$ cat src/rtl/disptiming_pkg.sv
// Shared types and constants for the raster timing generator.
// Default timing is 640x480@60 from a 50 MHz clock (two clocks per pixel).
package disptiming_pkg;

   localparam int POS_W = 12;

   // Segment order within a line or frame; the blanking segments follow the active one
   typedef enum logic [1:0] {
      ST_ACT  = 2'd0,
      ST_FP   = 2'd1,
      ST_SYNC = 2'd2,
      ST_BP   = 2'd3
   } axis_state_t;

   localparam int DEF_CKE_DIV = 2;

   localparam int DEF_H_ACT  = 640;
   localparam int DEF_H_FP   = 16;
   localparam int DEF_H_SYNC = 96;
   localparam int DEF_H_BP   = 48;

   localparam int DEF_V_ACT  = 480;
   localparam int DEF_V_FP   = 10;
   localparam int DEF_V_SYNC = 2;
   localparam int DEF_V_BP   = 33;

   function automatic axis_state_t next_seg(input axis_state_t s);
      axis_state_t n;
      n = ST_ACT;
      case (s)
         ST_ACT:  n = ST_FP;
         ST_FP:   n = ST_SYNC;
         ST_SYNC: n = ST_BP;
         ST_BP:   n = ST_ACT;
         default: n = ST_ACT;
      endcase
      return n;
   endfunction

endpackage

$ cat src/rtl/disptiming_axis.sv
// One raster axis: walks ACT -> FP -> SYNC -> BP with a per-segment counter and
// a position counter. Publishes the next-state so the top can register decodes.
module disptiming_axis
   import disptiming_pkg::*;
#(
   parameter int ACT  = DEF_H_ACT,
   parameter int FP   = DEF_H_FP,
   parameter int SYNC = DEF_H_SYNC,
   parameter int BP   = DEF_H_BP
) (
   input  logic             i_clk,
   input  logic             i_rst,
   input  logic             i_adv,
   output logic [POS_W-1:0] o_pos,
   output axis_state_t      o_state,
   output logic             o_wrap
);

   localparam int TOT = ACT + FP + SYNC + BP;

   localparam logic [POS_W-1:0] ACT_M1  = POS_W'(ACT - 1);
   localparam logic [POS_W-1:0] FP_M1   = POS_W'(FP - 1);
   localparam logic [POS_W-1:0] SYNC_M1 = POS_W'(SYNC - 1);
   localparam logic [POS_W-1:0] BP_M1   = POS_W'(BP - 1);
   localparam logic [POS_W-1:0] TOT_M1  = POS_W'(TOT - 1);

   axis_state_t      r_state;
   axis_state_t      w_state_next;
   logic [POS_W-1:0] r_cnt;
   logic [POS_W-1:0] w_cnt_next;
   logic [POS_W-1:0] r_pos;
   logic [POS_W-1:0] w_pos_next;
   logic [POS_W-1:0] w_seg_last;
   logic             w_at_end;

   always_comb begin
      w_seg_last = BP_M1;
      case (r_state)
         ST_ACT:  w_seg_last = ACT_M1;
         ST_FP:   w_seg_last = FP_M1;
         ST_SYNC: w_seg_last = SYNC_M1;
         ST_BP:   w_seg_last = BP_M1;
         default: w_seg_last = BP_M1;
      endcase
   end

   assign w_at_end = (r_cnt == w_seg_last);
   // Leaving the last back-porch slot is the only way back to position 0
   assign o_wrap   = i_adv & w_at_end & (r_state == ST_BP);

   always_comb begin
      w_state_next = r_state;
      w_cnt_next   = r_cnt;
      w_pos_next   = r_pos;
      if (i_adv) begin
         if (w_at_end) begin
            w_state_next = next_seg(r_state);
            w_cnt_next   = '0;
         end else begin
            w_cnt_next = r_cnt + POS_W'(1);
         end
         w_pos_next = o_wrap ? '0 : (r_pos + POS_W'(1));
      end
   end

   // Reset parks on the final back-porch slot so the first advance lands on (0)
   always_ff @(posedge i_clk) begin
      if (i_rst) begin
         r_state <= ST_BP;
         r_cnt   <= BP_M1;
         r_pos   <= TOT_M1;
      end else begin
         r_state <= w_state_next;
         r_cnt   <= w_cnt_next;
         r_pos   <= w_pos_next;
      end
   end

   assign o_pos   = r_pos;
   assign o_state = w_state_next;

endmodule

$ cat src/rtl/disptiming.sv
// Raster timing generator: pixel clock-enable divider plus registered
// sync/blank/position stream, all advancing on the same enable.
module disptiming
   import disptiming_pkg::*;
#(
   parameter int   CKE_DIV = DEF_CKE_DIV,
   parameter int   H_ACT   = DEF_H_ACT,
   parameter int   H_FP    = DEF_H_FP,
   parameter int   H_SYNC  = DEF_H_SYNC,
   parameter int   H_BP    = DEF_H_BP,
   parameter int   V_ACT   = DEF_V_ACT,
   parameter int   V_FP    = DEF_V_FP,
   parameter int   V_SYNC  = DEF_V_SYNC,
   parameter int   V_BP    = DEF_V_BP,
   parameter logic HS_POL  = 1'b0,
   parameter logic VS_POL  = 1'b0
) (
   input  logic             CLK,
   input  logic             RST,
   output logic             TX_CLK,
   output logic             TX_HS,
   output logic             TX_VS,
   output logic             TX_DE,
   output logic             TX_FS,
   output logic [POS_W-1:0] H_POS,
   output logic [POS_W-1:0] V_POS
);

   localparam logic [3:0] DIV_LAST = 4'(CKE_DIV - 1);

   logic [3:0]       r_div;
   logic [3:0]       w_div_next;
   logic             r_tx_clk;
   logic             r_de;
   logic             r_hs;
   logic             r_vs;
   logic             r_fs;

   axis_state_t      w_h_state;
   axis_state_t      w_v_state;
   logic [POS_W-1:0] w_h_pos;
   logic [POS_W-1:0] w_v_pos;
   logic             w_h_wrap;
   logic             w_v_wrap;

   assign w_div_next = (r_div == DIV_LAST) ? 4'd0 : (r_div + 4'd1);

   // Enable is registered from the divider's next value so it is high while div==CKE_DIV-1
   always_ff @(posedge CLK) begin
      if (RST) begin
         r_div    <= 4'd0;
         r_tx_clk <= 1'b0;
      end else begin
         r_div    <= w_div_next;
         r_tx_clk <= (w_div_next == DIV_LAST);
      end
   end

   disptiming_axis #(
      .ACT  (H_ACT),
      .FP   (H_FP),
      .SYNC (H_SYNC),
      .BP   (H_BP)
   ) u_h_axis (
      .i_clk   (CLK),
      .i_rst   (RST),
      .i_adv   (r_tx_clk),
      .o_pos   (w_h_pos),
      .o_state (w_h_state),
      .o_wrap  (w_h_wrap)
   );

   disptiming_axis #(
      .ACT  (V_ACT),
      .FP   (V_FP),
      .SYNC (V_SYNC),
      .BP   (V_BP)
   ) u_v_axis (
      .i_clk   (CLK),
      .i_rst   (RST),
      .i_adv   (w_h_wrap),
      .o_pos   (w_v_pos),
      .o_state (w_v_state),
      .o_wrap  (w_v_wrap)
   );

   // Decoding next-state keeps these flops aligned with the position registers.
   // A vertical wrap only happens together with a horizontal one, i.e. entry to (0,0).
   always_ff @(posedge CLK) begin
      if (RST) begin
         r_de <= 1'b0;
         r_fs <= 1'b0;
         r_hs <= ~HS_POL;
         r_vs <= ~VS_POL;
      end else if (r_tx_clk) begin
         r_de <= (w_h_state == ST_ACT) && (w_v_state == ST_ACT);
         r_fs <= w_v_wrap;
         r_hs <= (w_h_state == ST_SYNC) ? HS_POL : ~HS_POL;
         r_vs <= (w_v_state == ST_SYNC) ? VS_POL : ~VS_POL;
      end
   end

   assign TX_CLK = r_tx_clk;
   assign TX_DE  = r_de;
   assign TX_FS  = r_fs;
   assign TX_HS  = r_hs;
   assign TX_VS  = r_vs;
   assign H_POS  = w_h_pos;
   assign V_POS  = w_v_pos;

endmodule
$ cat config.mk
export PLATFORM = sky130hd
export DESIGN_NAME = disptiming
export DESIGN_NICKNAME = d
export VERILOG_FILES = /design/src/rtl/disptiming_pkg.sv /design/src/rtl/disptiming_axis.sv /design/src/rtl/disptiming.sv
export SDC_FILE = /design/constraint.sdc
export NUM_CORES = 1
export LEC_CHECK = 0
export ABC_CLOCK_PERIOD_IN_PS = 2300
export CAP_MARGIN = 20
export CORE_UTILIZATION = 45
export CTS_BUF_LIST = sky130_fd_sc_hd__clkbuf_8
export DETAILED_ROUTE_END_ITERATION = 16
export PLACE_DENSITY_LB_ADDON = 0.08
export SYNTH_ARGS = -nofsm -noshare
export SYNTH_HDL_FRONTEND = slang
export SYNTH_SLANG_ARGS = --single-unit
$ cat constraint.sdc
create_clock -name CLK -period 2.3 [get_ports CLK]
set_input_delay 0.69 -clock CLK [delete_from_list [all_inputs] [get_ports CLK]]
set_output_delay 0.69 -clock CLK [all_outputs]
set_load 0.03 [all_outputs]
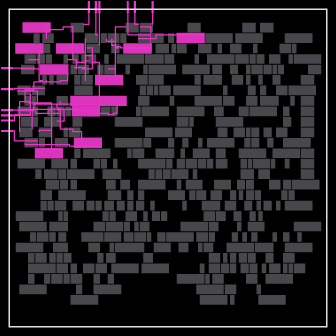
**Above:** port wiring.
H_POS: in magenta, bits 12, direction output, edge 6 west, 6 north, end cells 12, buffers 12, wire 406 µm.

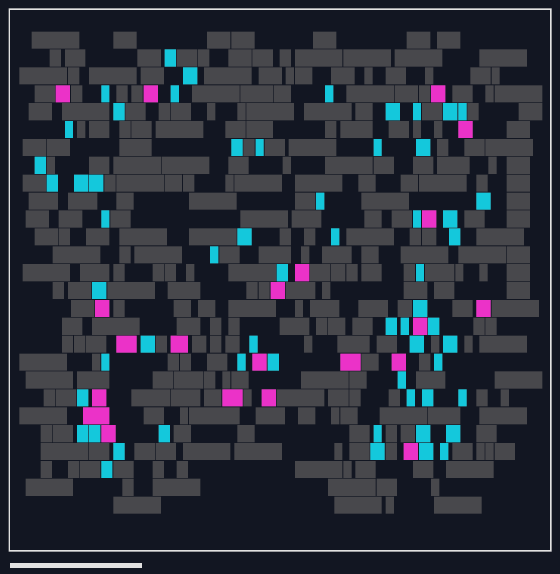
**Above:** gate-type map.
Bar = 20 µm.
NAND gates: in cyan, cells 59. AND and OR gates: in magenta, cells 21.

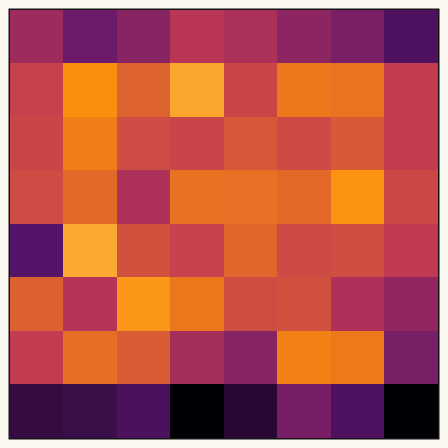
**Above:** cell density map.
8 x 8 tiles, from black (low) to pale yellow (high), 0 to 100% covered.
The fullest tile reaches 81%. 7.8% of the tiles are over 75% full. The mean over all tiles is 50%.

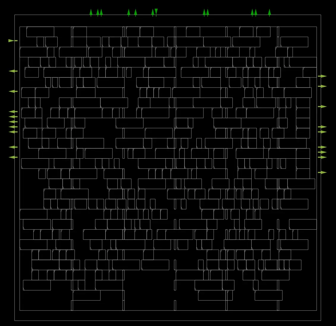
**Above:** cell outlines without signal wires.
FP Rows: 28
Finished Layout Cells: 444
flop share of the area: 35.12%
Filler cells: 593
sequential cells: 61

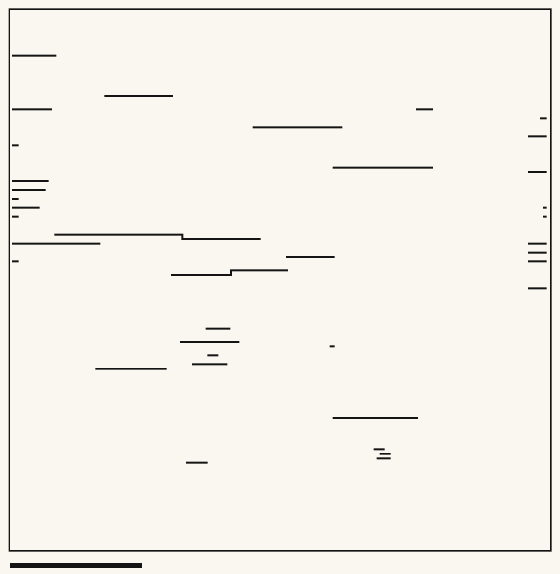
**Above:** the metal 3 layer.
Bar = 20 µm.
The longest straight run is 19.3 µm. The layer holds 3.4% of the routed length.

==> results.sh <==
# yosys + openroad results
export IMPL_vdd_drop_max_mv=0.5612
export IMPL_ys_seq_share_pct=42.31
export IMPL_drtPass1Iterations=4
export IMPL_final_hold_viol_count=0
export IMPL_drc_errors=0
export IMPL_cp_start_kind="register"
export IMPL_area_growth_pct=20.59
export IMPL_warnings=32
export IMPL_antenna_found_initial=0
export IMPL_p_leak_nw=1.325
export IMPL_ys_area_um2=2887
export IMPL_hp_class="register to register"
export IMPL_ctsResizeCount=0
export IMPL_worstMarginPinSlew_ns=0.3220
export IMPL_finalCritPeriodShare_pct=97.74
export IMPL_path_cells="inv_1 -> ha_1 -> xnor2_1 -> nor3_4 -> nand4_1 -> or4_1 -> a221oi_1 -> a31oi_1"
export IMPL_period_minus_slack_ns=2.248
export IMPL_clock_skew_final_ns=0.005152
export IMPL_cts_clk_slew_worst_paths_ns=0.07
export IMPL_clock_fmax_mhz=444.8
export IMPL_pre_cts_ws_ns=0.01190
export IMPL_drt_iter0_drc=70
export IMPL_coreArea_um2=6061
export IMPL_setup_violations_final=0
export IMPL_yosysMostFrequentCell="dfxtp_1"
export IMPL_htree_levels=3
export IMPL_io_buffers=30
export IMPL_tns_ns=0
export IMPL_crit_required_ns=2.51
export IMPL_cts_inserted_buffers=9
export IMPL_slowest_delay_ns=0.42
export IMPL_post_drt_wl_per_cell_um=13.60
export IMPL_hold_worst_slack_ns=0.4684
export IMPL_gp_congestion=0.8468
export IMPL_setup_slack_ns=0.05194
export IMPL_place_area_um2=3311
export IMPL_ys_cells=329
export IMPL_syn_mean_instance_area_um2=8.774
export IMPL_placed_cells=430
export IMPL_viasPerCell=5.408
export IMPL_grt_max_degree=26
export IMPL_yosysWarnings=0
export IMPL_insertion_delay_ns=0.34
export IMPL_netlist_area_um2=2887
export IMPL_n_antenna_cell=0
export IMPL_r2r_cells=8
export IMPL_report_final_slew_viol_count=0
export IMPL_synthDistinctLibCells=46
export IMPL_root_buffer="clkbuf_8"
export IMPL_top_cells_by_count="61 x dfxtp_1, 29 x nor2_1, 29 x xor2_1"
export IMPL_min_path_cells=2
export IMPL_syn_nets=342
export IMPL_netlist_instances=329
export IMPL_first_global_vias=2159
export IMPL_power_density_nw_per_um2=871.5
export IMPL_cts_tree="yes"
export IMPL_worst_setup_path_end_kind="register"
export IMPL_fin_nets=379
export IMPL_final_area_um2=3481
export IMPL_rsz0062_at_grt="true"
export IMPL_cts_setup_buffers=0
export IMPL_cts_hold_buf=0
export IMPL_netlist_area_leader_share_pct=42.31
export IMPL_post_route_util_pct=57.43
export IMPL_cts_num_sinks=61
export IMPL_cts_buffer_depth=2
export IMPL_status="finished clean"
export IMPL_io_pins=31
export IMPL_synth_top_flop_cell="dfxtp_1"
export IMPL_initial_core_util_pct=47.63
export IMPL_edf_count=0
export IMPL_relSlewSlack_pct=78.47
export IMPL_grt_pass1_wl_um=10030
export IMPL_drtAntennaViolNets=0
export IMPL_power_mw=3.033
export IMPL_synth_async_reset_ratio_pct=0
export IMPL_cp_num_cells=8
export IMPL_crit_family="simple AND/OR/NAND/NOR gates"
export IMPL_yosysTopAreaCell="dfxtp_1"
export IMPL_grt_total_usage_pct=19.96
export IMPL_max_cap_violations=0
export IMPL_die_h_um=82.09
export IMPL_via_count=2401
export IMPL_drive_gt1_share_pct=9.214
export IMPL_die_w_um=82.09
export IMPL_worst_path_max_delay_cell="dfxtp_1"
export IMPL_cp_arrival_ns=2.46
export IMPL_synth_area_top_cells="dfxtp_1 42%, xor2_1 8.8%, ha_1 4.8%"
export IMPL_ys_seq_elements=61
export IMPL_overflow=0
export IMPL_path_class="register to register"
export IMPL_routed_wl_um=6038
export IMPL_dp_hpwl_um=4127
export IMPL_dieArea_um2=6739
export IMPL_cp_max_fo=5
export IMPL_path_buffers=1
## placed cells by master, fill, tap and decap left out, drive strengths merged, types with 3 or more instances in the layout
cell,n
a21oi,8
clkinv,3
nand2,24
nor2,29
xnor2,15
o21ai,23
inv,7
nor3,24
a21o,3
ha,11
clkdlybuf4s50,29
and3,12
xor2,29
buf,11
mux2i,3
dfxtp,61
nand4,16
clkbuf,9
nand3,17
## power by group
part / internal [mW] / switching (mW)
registers: 1.17 / 0.132
logic: 0.406 / 0.543
clock network: 0.372 / 0.409
## layout make-up
class | instances | area [µm²]
fillers | 593 | 2580
multi-input cells | 246 | 1587
flip-flops and latches | 61 | 1222
repair buffers | 41 | 397.9
clock buffers | 9 | 123.9
well taps | 75 | 93.84
clock inverters | 5 | 30.03
inverters | 7 | 26.28
## cell families after synthesis
kind of cell	share of synthesized area, %
adders and majority gates	4.768
and+or+nand+nor	25.31
buffers and inverters	3.164
DFF	42.31
xor gates and xnor gates	13.35
AOI/OAI and AO/OA	9.667
muxes	1.430
## worst paths after layout
kind                                          start     to  slack (ns)
worst min-delay path                          TX_FS  TX_FS        0.47
worst max register to register  u_h_axis.r_state[1]  TX_HS        0.05
worst min register to register                TX_FS  TX_FS        0.47
worst max-delay path            u_h_axis.r_state[1]  TX_HS        0.05
## registers in the layout (all words and copies together), names as in the netlist, 2 cells and up
| signal | cells |
|---|---|
| r_div | 4 |
| u_h_axis.o_pos | 12 |
| u_h_axis.r_cnt | 12 |
| u_h_axis.r_state | 2 |
| u_v_axis.o_pos | 12 |
| u_v_axis.r_cnt | 12 |
| u_v_axis.r_state | 2 |
## metal layers
layer  vias up  track usage, %  wire length, µm
met4         0           9.123               92
met5         -               0                0
met2        48           31.90             2777
met3         9           6.264              205
met1      1117           24.41             2962
li1       1227               -                -
Power is estimated from default activity; no workload was simulated.
